**Run 1: cell outlines without signal wires**

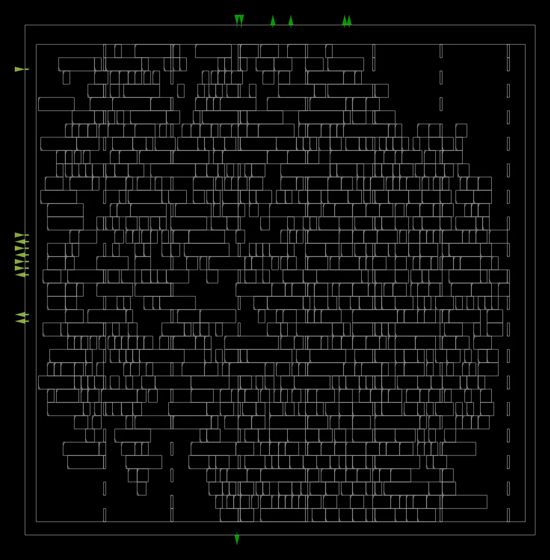
**Run 1: signal metal coverage by tile**

(4 px per um) 21 x 21 tiles, from dark blue (low) to red (high), scaled to the fullest tile. Values are wire area over tile area, all layers added.
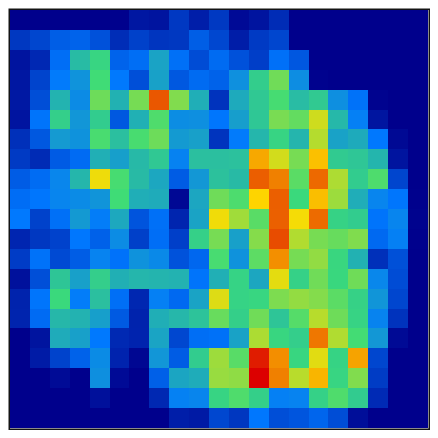
**Run 1: where the registers sit**

(6 px per um) Other sequential cells in the stronger gray, the rest of the logic in the fainter gray.
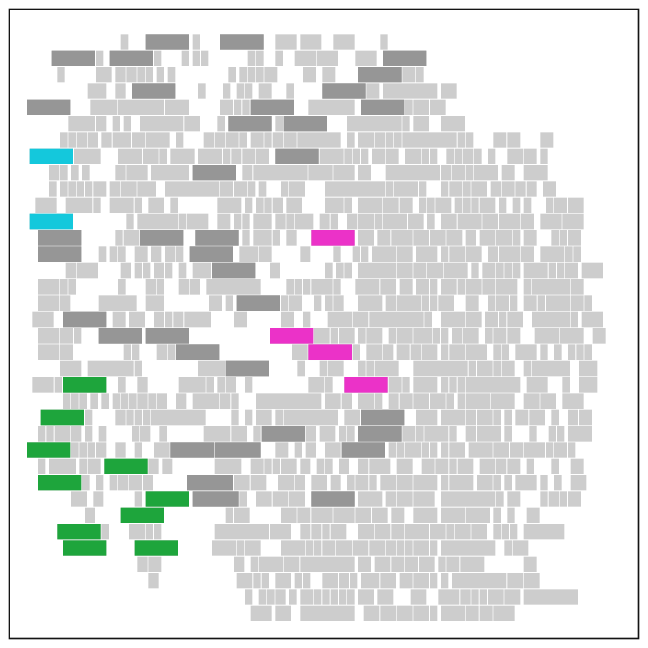
**Run 1: nets reached from selected ports**

(4 px per um)
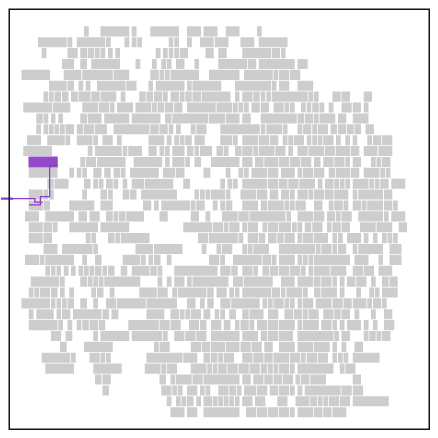
### config.mk
export PLATFORM = sky130hd
export DESIGN_NAME = keypad_scan_controller_flat
export DESIGN_NICKNAME = d
export VERILOG_FILES = /design/src/rtl/keypad_scan_controller_if.sv /design/src/rtl/keypad_scan_controller.sv /design/src/flat_wrapper.sv
export SDC_FILE = /design/constraint.sdc
export NUM_CORES = 1
export LEC_CHECK = 0
export ABC_AREA = 1
export CORE_MARGIN = 2
export CORE_UTILIZATION = 42
export CTS_BUF_LIST = sky130_fd_sc_hd__clkbuf_16
export DETAILED_ROUTE_END_ITERATION = 6
export PLACE_DENSITY = 0.64
export SYNTH_ARGS = -nofsm -noshare
export SYNTH_HDL_FRONTEND = slang
export SYNTH_SLANG_ARGS = --single-unit
### constraint.sdc
create_clock -name clk -period 7.7 [get_ports clk]
set_clock_uncertainty 0.15 [all_clocks]
set_input_delay 0.77 -clock clk [delete_from_list [all_inputs] [get_ports clk]]
set_output_delay 0.77 -clock clk [all_outputs]
set_load 0.03 [all_outputs]
### src/rtl/keypad_scan_controller_if.sv
// rtl/keypad_scan_controller_if.sv - key event handshake between the keypad scanner and its consumer
interface keypad_scan_controller_if;
  logic [3:0] key_code;
  logic       key_valid;
  logic       key_ready;
  logic       key_overrun;

  modport master (output key_code, output key_valid, output key_overrun, input key_ready);
  modport slave  (input key_code, input key_valid, input key_overrun, output key_ready);
endinterface

### src/rtl/keypad_scan_controller.sv
// rtl/keypad_scan_controller.sv - 4x4 keypad row scanner with whole-scan debounce and key event handshake
// Optional auto-repeat of a held key is enabled by defining KEYPAD_REPEAT_EN.
module keypad_scan_controller #(
  parameter int SCAN_DIV       = 1000,
  parameter int DEBOUNCE_SCANS = 8,
  parameter int REPEAT_DELAY   = 50,
  parameter int REPEAT_RATE    = 10
) (
  input  logic       clk,
  input  logic       reset,
  output logic [3:0] row_n,
  input  logic [3:0] col_n,
  keypad_scan_controller_if.master key
);
  localparam int DW = (SCAN_DIV > 1) ? $clog2(SCAN_DIV) : 1;
  localparam int CW = $clog2(DEBOUNCE_SCANS + 1);

  typedef enum logic [1:0] {IDLE, DEBOUNCE, PRESSED} state_t;

  logic [DW-1:0] div;
  logic [1:0]    row;
  logic [3:0]    col_s1, col_s2;
  logic [3:0]    hits_r0, hits_r1, hits_r2;
  logic          slot_end, scan_done;
  logic [15:0]   hits;
  logic [4:0]    n_hits;
  logic [3:0]    hit_code;
  logic          is_key, is_cand;

  state_t        state, state_nx;
  logic [3:0]    cand, cand_nx;
  logic [CW-1:0] cnt, cnt_nx, rel_cnt, rel_cnt_nx;
  logic          confirm;

  assign slot_end  = (div == DW'(SCAN_DIV - 1));
  assign scan_done = slot_end && (row == 2'd3);
  assign row_n     = ~(4'b0001 << row);

  always_ff @(posedge clk) begin
    if (reset) begin
      div     <= '0;
      row     <= 2'd0;
      col_s1  <= 4'hF;
      col_s2  <= 4'hF;
      hits_r0 <= 4'h0;
      hits_r1 <= 4'h0;
      hits_r2 <= 4'h0;
    end else begin
      col_s1 <= col_n;
      col_s2 <= col_s1;
      if (slot_end) begin
        div <= '0;
        row <= row + 2'd1;
        case (row)
          2'd0:    hits_r0 <= ~col_s2;
          2'd1:    hits_r1 <= ~col_s2;
          2'd2:    hits_r2 <= ~col_s2;
          default: ;
        endcase
      end else begin
        div <= div + DW'(1);
      end
    end
  end

  // Row 3 is taken straight from the synchronizer so the scan resolves on its own last cycle.
  assign hits = {~col_s2, hits_r2, hits_r1, hits_r0};

  always_comb begin
    n_hits   = 5'd0;
    hit_code = 4'h0;
    for (int i = 0; i < 16; i++) begin
      if (hits[i]) begin
        n_hits   = n_hits + 5'd1;
        hit_code = 4'(i);
      end
    end
  end

  assign is_key  = (n_hits == 5'd1);
  assign is_cand = is_key && (hit_code == cand);

`ifdef KEYPAD_REPEAT_EN
  localparam int RMAX = (REPEAT_DELAY > REPEAT_RATE) ? REPEAT_DELAY : REPEAT_RATE;
  localparam int RW   = $clog2(RMAX + 1);
  logic [RW-1:0] rpt_cnt, rpt_cnt_nx;
  logic          rpt_first, rpt_first_nx;
`endif

  always_ff @(posedge clk) begin
    if (reset) begin
      state   <= IDLE;
      cand    <= 4'h0;
      cnt     <= '0;
      rel_cnt <= '0;
`ifdef KEYPAD_REPEAT_EN
      rpt_cnt   <= '0;
      rpt_first <= 1'b0;
`endif
    end else begin
      state   <= state_nx;
      cand    <= cand_nx;
      cnt     <= cnt_nx;
      rel_cnt <= rel_cnt_nx;
`ifdef KEYPAD_REPEAT_EN
      rpt_cnt   <= rpt_cnt_nx;
      rpt_first <= rpt_first_nx;
`endif
    end
  end

  always_comb begin
    state_nx   = state;
    cand_nx    = cand;
    cnt_nx     = cnt;
    rel_cnt_nx = rel_cnt;
    confirm    = 1'b0;
`ifdef KEYPAD_REPEAT_EN
    rpt_cnt_nx   = rpt_cnt;
    rpt_first_nx = rpt_first;
`endif
    if (scan_done) begin
      case (state)
        IDLE: begin
          if (is_key) begin
            cand_nx = hit_code;
            if (DEBOUNCE_SCANS == 1) begin
              confirm    = 1'b1;
              rel_cnt_nx = '0;
              state_nx   = PRESSED;
            end else begin
              cnt_nx   = CW'(1);
              state_nx = DEBOUNCE;
            end
          end
        end
        DEBOUNCE: begin
          if (is_cand) begin
            if (cnt + CW'(1) == CW'(DEBOUNCE_SCANS)) begin
              confirm    = 1'b1;
              cnt_nx     = '0;
              rel_cnt_nx = '0;
              state_nx   = PRESSED;
            end else begin
              cnt_nx = cnt + CW'(1);
            end
          end else if (is_key) begin
            cand_nx = hit_code;
            cnt_nx  = CW'(1);
          end else begin
            cnt_nx   = '0;
            state_nx = IDLE;
          end
        end
        PRESSED: begin
          if (is_cand) begin
            rel_cnt_nx = '0;
          end else if (rel_cnt + CW'(1) == CW'(DEBOUNCE_SCANS)) begin
            rel_cnt_nx = '0;
            state_nx   = IDLE;
          end else begin
            rel_cnt_nx = rel_cnt + CW'(1);
          end
`ifdef KEYPAD_REPEAT_EN
          // Repeat timing runs for the whole PRESSED stay and restarts on every repeat event.
          if (state_nx != PRESSED) begin
            rpt_cnt_nx   = '0;
            rpt_first_nx = 1'b0;
          end else begin
            rpt_cnt_nx = rpt_cnt + RW'(1);
            if ((!rpt_first && rpt_cnt_nx == RW'(REPEAT_DELAY)) ||
                (rpt_first && rpt_cnt_nx == RW'(REPEAT_RATE))) begin
              confirm      = 1'b1;
              rpt_cnt_nx   = '0;
              rpt_first_nx = 1'b1;
            end
          end
`endif
        end
        default: state_nx = IDLE;
      endcase
    end
  end

  // An acceptance in the confirm cycle frees the slot, so the new key loads without overrun.
  always_ff @(posedge clk) begin
    if (reset) begin
      key.key_code    <= 4'h0;
      key.key_valid   <= 1'b0;
      key.key_overrun <= 1'b0;
    end else begin
      key.key_overrun <= 1'b0;
      if (confirm) begin
        if (!key.key_valid || key.key_ready) begin
          key.key_code  <= cand_nx;
          key.key_valid <= 1'b1;
        end else begin
          key.key_overrun <= 1'b1;
        end
      end else if (key.key_valid && key.key_ready) begin
        key.key_valid <= 1'b0;
      end
    end
  end
endmodule

### src/flat_wrapper.sv
// flat-port wrapper written by rule: the top's interface ports become plain ports
module keypad_scan_controller_flat 
#(
  parameter int SCAN_DIV       = 1000,
  parameter int DEBOUNCE_SCANS = 8,
  parameter int REPEAT_DELAY   = 50,
  parameter int REPEAT_RATE    = 10
)
  (clk, reset, row_n, col_n, key_key_code, key_key_valid, key_key_overrun, key_key_ready);
  keypad_scan_controller_if key_i ();
  input  logic clk;
  input  logic reset;
  output logic [3:0] row_n;
  input  logic [3:0] col_n;
  output wire logic [$bits(key_i.key_code)-1:0] key_key_code;
  output wire logic [$bits(key_i.key_valid)-1:0] key_key_valid;
  output wire logic [$bits(key_i.key_overrun)-1:0] key_key_overrun;
  input wire logic [$bits(key_i.key_ready)-1:0] key_key_ready;
  assign key_key_code = key_i.key_code;
  assign key_key_valid = key_i.key_valid;
  assign key_key_overrun = key_i.key_overrun;
  assign key_i.key_ready = key_key_ready;
  keypad_scan_controller #(.SCAN_DIV(SCAN_DIV), .DEBOUNCE_SCANS(DEBOUNCE_SCANS), .REPEAT_DELAY(REPEAT_DELAY), .REPEAT_RATE(REPEAT_RATE)) u_core (.clk(clk), .reset(reset), .row_n(row_n), .col_n(col_n), .key(key_i));
endmodule
==> flow_summary.toml, run 1 <==
# generated from flow reports
[clocking]
root_buffer = "clkbuf_16"
cts_sinks = 52
clk_pin_slew_ns = 0.07
cts_buffers = 5

[layout]
clock_area_share_pct = 2.638
layout.comb_gates.multi_input = 502
comb_share_pct = 54.34
drive_gt1_share_pct = 39.88
layout.area.comb_um2 = 3453
antenna_cells = 0
buffers_excl_clock = 130

[status]
outcome = "complete, but fails checks"
violations = "setup timing"

[floorplanning]
num_rows = 36
initCoreUtil_pct = 43.31

[placement]
dp_hpwl_mm = 7.379
place_inst = 853

[power]
power.total_mw = 0.5820
p_per_area_nw_per_um2 = 91.58
maxPowerGroup = "sequential cells"
seqPwrFrac_pct = 47.2
combinationalPower_mw = 0.0557

[setup_path]
path_class = "reg2reg"
cp_common_cell = "nand2_4"
reg2reg_depth = 55
worstSetupEndpointType = "flip-flop"
cp_data_arrival_time_ns = 7.81
max_stage_delay_ns = 0.34

[logic_synthesis]
synth_area_leader_cell = "dfxtp_1"
yosys_cells = 681
ys_sh_aoi_pct = 8.179
async_flop_share_pct = 0
top_cell = "nand2_1"

[global_route]
grt_usage_pct = 22.74
use_met2_pct = 41.92
grt_pass1_vias = 4743

[final_timing]
min_period_over_period_pct = 101.0
rsz0062_at_grt = "true"
postLayoutSetupSlackWorst_ns = -0.07556
setup_violations = 17

[drt]
post-route-drc-count = 0
ant_nets = 0

[flow_run]
drv_cap = 0
About 'cell outlines without signal wires':
fillers: 815
registers: 52
flop share of the area: 16.44%
final core occ: 64.72%

About 'signal metal coverage by tile':
- nearly empty tiles: 18%
- tiles over half the peak: 19%
- fullest tile: 0.68
- mean over tiles: 0.20
WL/cell: 14.30 um
final WL: 13.56 mm

About 'where the registers sit':
- u_core.state: cyan (sequential cells 2)
- u_core.div: green (sequential cells 10; where lower left)
- u_core.hits_r2: magenta (sequential cells 4; where center)
- not colored: 36
sequential cell area: 1045 um^2
seq pwr: 0.275 mW

About 'nets reached from selected ports':
- key_key_valid: purple (bits 1; direction output; edge left; end cells 1; buffers 1; wire 25.2 um)
I/O Buffers: 16
number of I/O pins: 17

**Run 1: metal layers overlaid**

(4 px per um) Only two layers are drawn.
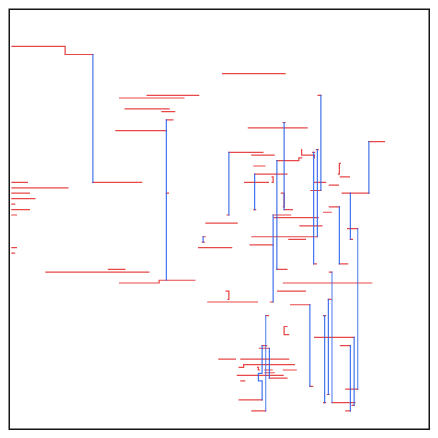

==> run 1 -> run 2 <==
PLACE_DENSITY = 0.62   (was 0.64)
clock period = 7.9 ns   (was 7.7 ns; I/O delays follow)
**Run 2: metal layers overlaid**

(4 px per um) Only two layers are drawn.
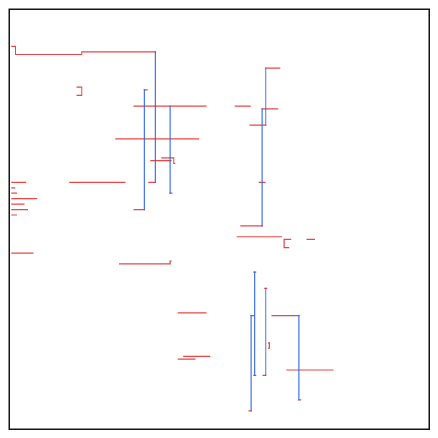
- M4: blue (wire length 220 um)
- M3: red (wire length 228 um)
final WL: 11.33 mm
Via Count: 4,422

==> run 2 against run 1 <==
Synthesized area is the same. Clock power shrank 11%. Die area is the same. Combinational power shrank 2%. Largest power group unchanged. The flow now finishes without violations. Fmax grew 1.1%. Final area shrank 5.2%. Clock-buffer cell count is the same. Sequential share of layout area grew 0.87 points. Highest routed layer unchanged. Wire length shrank 16%. Critical path type unchanged. Critical endpoint is now u_core.rel_cnt[1].
==> flow_summary.toml, run 2 <==
# generated from flow reports
[floorplanning]
ios = 17

[layout]
antenna_cells = 0
comb_share_pct = 57.11
layout.area.comb_um2 = 3442
layout.comb_gates.multi_input = 502
final_core_util_pct = 61.38
flops = 52

[status]
outcome = "finished, final reports clean"

[power]
seqPwrFrac_pct = 49.0
maxPowerGroup = "sequential cells"
combinationalPower_mw = 0.0544

[logic_synthesis]
top_cell = "nand2_1"
synth_area_leader_cell = "dfxtp_1"

[clocking]
clk_pin_slew_ns = 0.07
root_buffer = "clkbuf_16"
cts_sinks = 52

[flow_run]
drv_cap = 0

[global_route]
grt_pass1_vias = 4398

[final_timing]
min_period_over_period_pct = 97.40

[setup_path]
cp_data_arrival_time_ns = 7.73

[drt]
ant_nets = 0
wl_per_cell_um = 12.43
**Run 2: signal metal coverage by tile**

(4 px per um) 21 x 21 tiles, from dark blue (low) to red (high), scaled to the fullest tile. Values are wire area over tile area, all layers added.
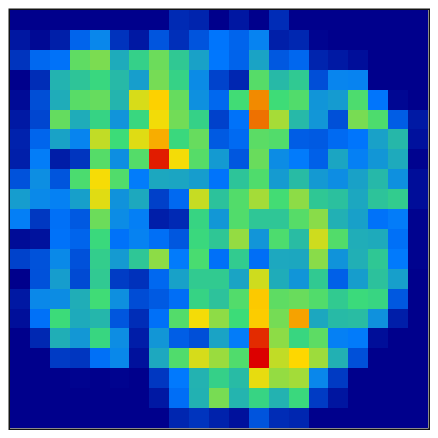

==> run 2 -> run 3 <==
CAP_MARGIN = 40   (was unset)
**Run 3: signal metal coverage by tile**

(4 px per um) 21 x 21 tiles, from dark blue (low) to red (high), scaled to the fullest tile. Values are wire area over tile area, all layers added.
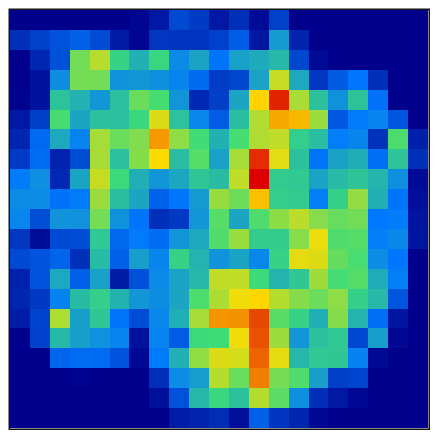
- emptiest ninth of the die: lower left
- nearly empty tiles: 19%
- tiles over half the peak: 22%
- fullest tile: 0.57
- mean over tiles: 0.17

==> run 3 against run 2 <==
Sequential cell count did not move. First-iteration DRC count rose by 36%. Synthesized area did not move. Clock-buffer cell count did not move. Worst setup slack improved by 0.037 ns. Clock power rose by 9.8%. Global-route usage rose by 1.6 points. Utilization rose by 2.0 points. Fmax rose by 0.49%. Register-to-register slack improved by 0.04 ns.
==> flow_summary.toml, run 3 <==
# generated from flow reports
[drt]
drt_wl_total_mm = 11.98
num_vias = 4599
wl_per_cell_um = 12.81

[layout]
layout.comb_gates.multi_input = 502
drive_gt1_share_pct = 38.65
layout_top_cells = "nand2_1, inv_1, buf_4"
final_core_util_pct = 63.40
flops = 52
comb_share_pct = 54.84
top_register = "u_core.div"
layout.area.comb_um2 = 3415

[logic_synthesis]
synth_area_leader_cell = "dfxtp_1"
syn_nets = 713
synthFlopType = "dfxtp_1"
top_cell = "nand2_1"

[clocking]
root_buffer = "clkbuf_16"
cts_sinks = 52
cts_hold_buf = 0
post_cts_buffers = 81
clk_pin_slew_ns = 0.07

[final_timing]
min_period_over_period_pct = 96.92
postLayoutSetupSlackWorst_ns = 0.2431
drv_slew = 0
hold_viol_final = 0

[setup_path]
r2r_slack_ns = 0.24
critPathCapture = "u_core.key.key_code[1]"
cp_data_arrival_time_ns = 7.70
rr_startpoint = "u_core.hits_r0[0]"

[power]
maxPowerGroup = "sequential cells"
p_leak_nw = 3.317
power_switching_share_pct = 22.90
combinationalPower_mw = 0.0584
power.total_mw = 0.5722

[floorplanning]
ios = 17
n_tap_cell = 133
die_h_um = 104.6

[global_route]
met3_usage_pct = 2.620
grt_pass1_vias = 4478

[status]
outcome = "finished, final reports clean"

[flow_run]
drv_cap = 0
Power is estimated from default activity; no workload was simulated.
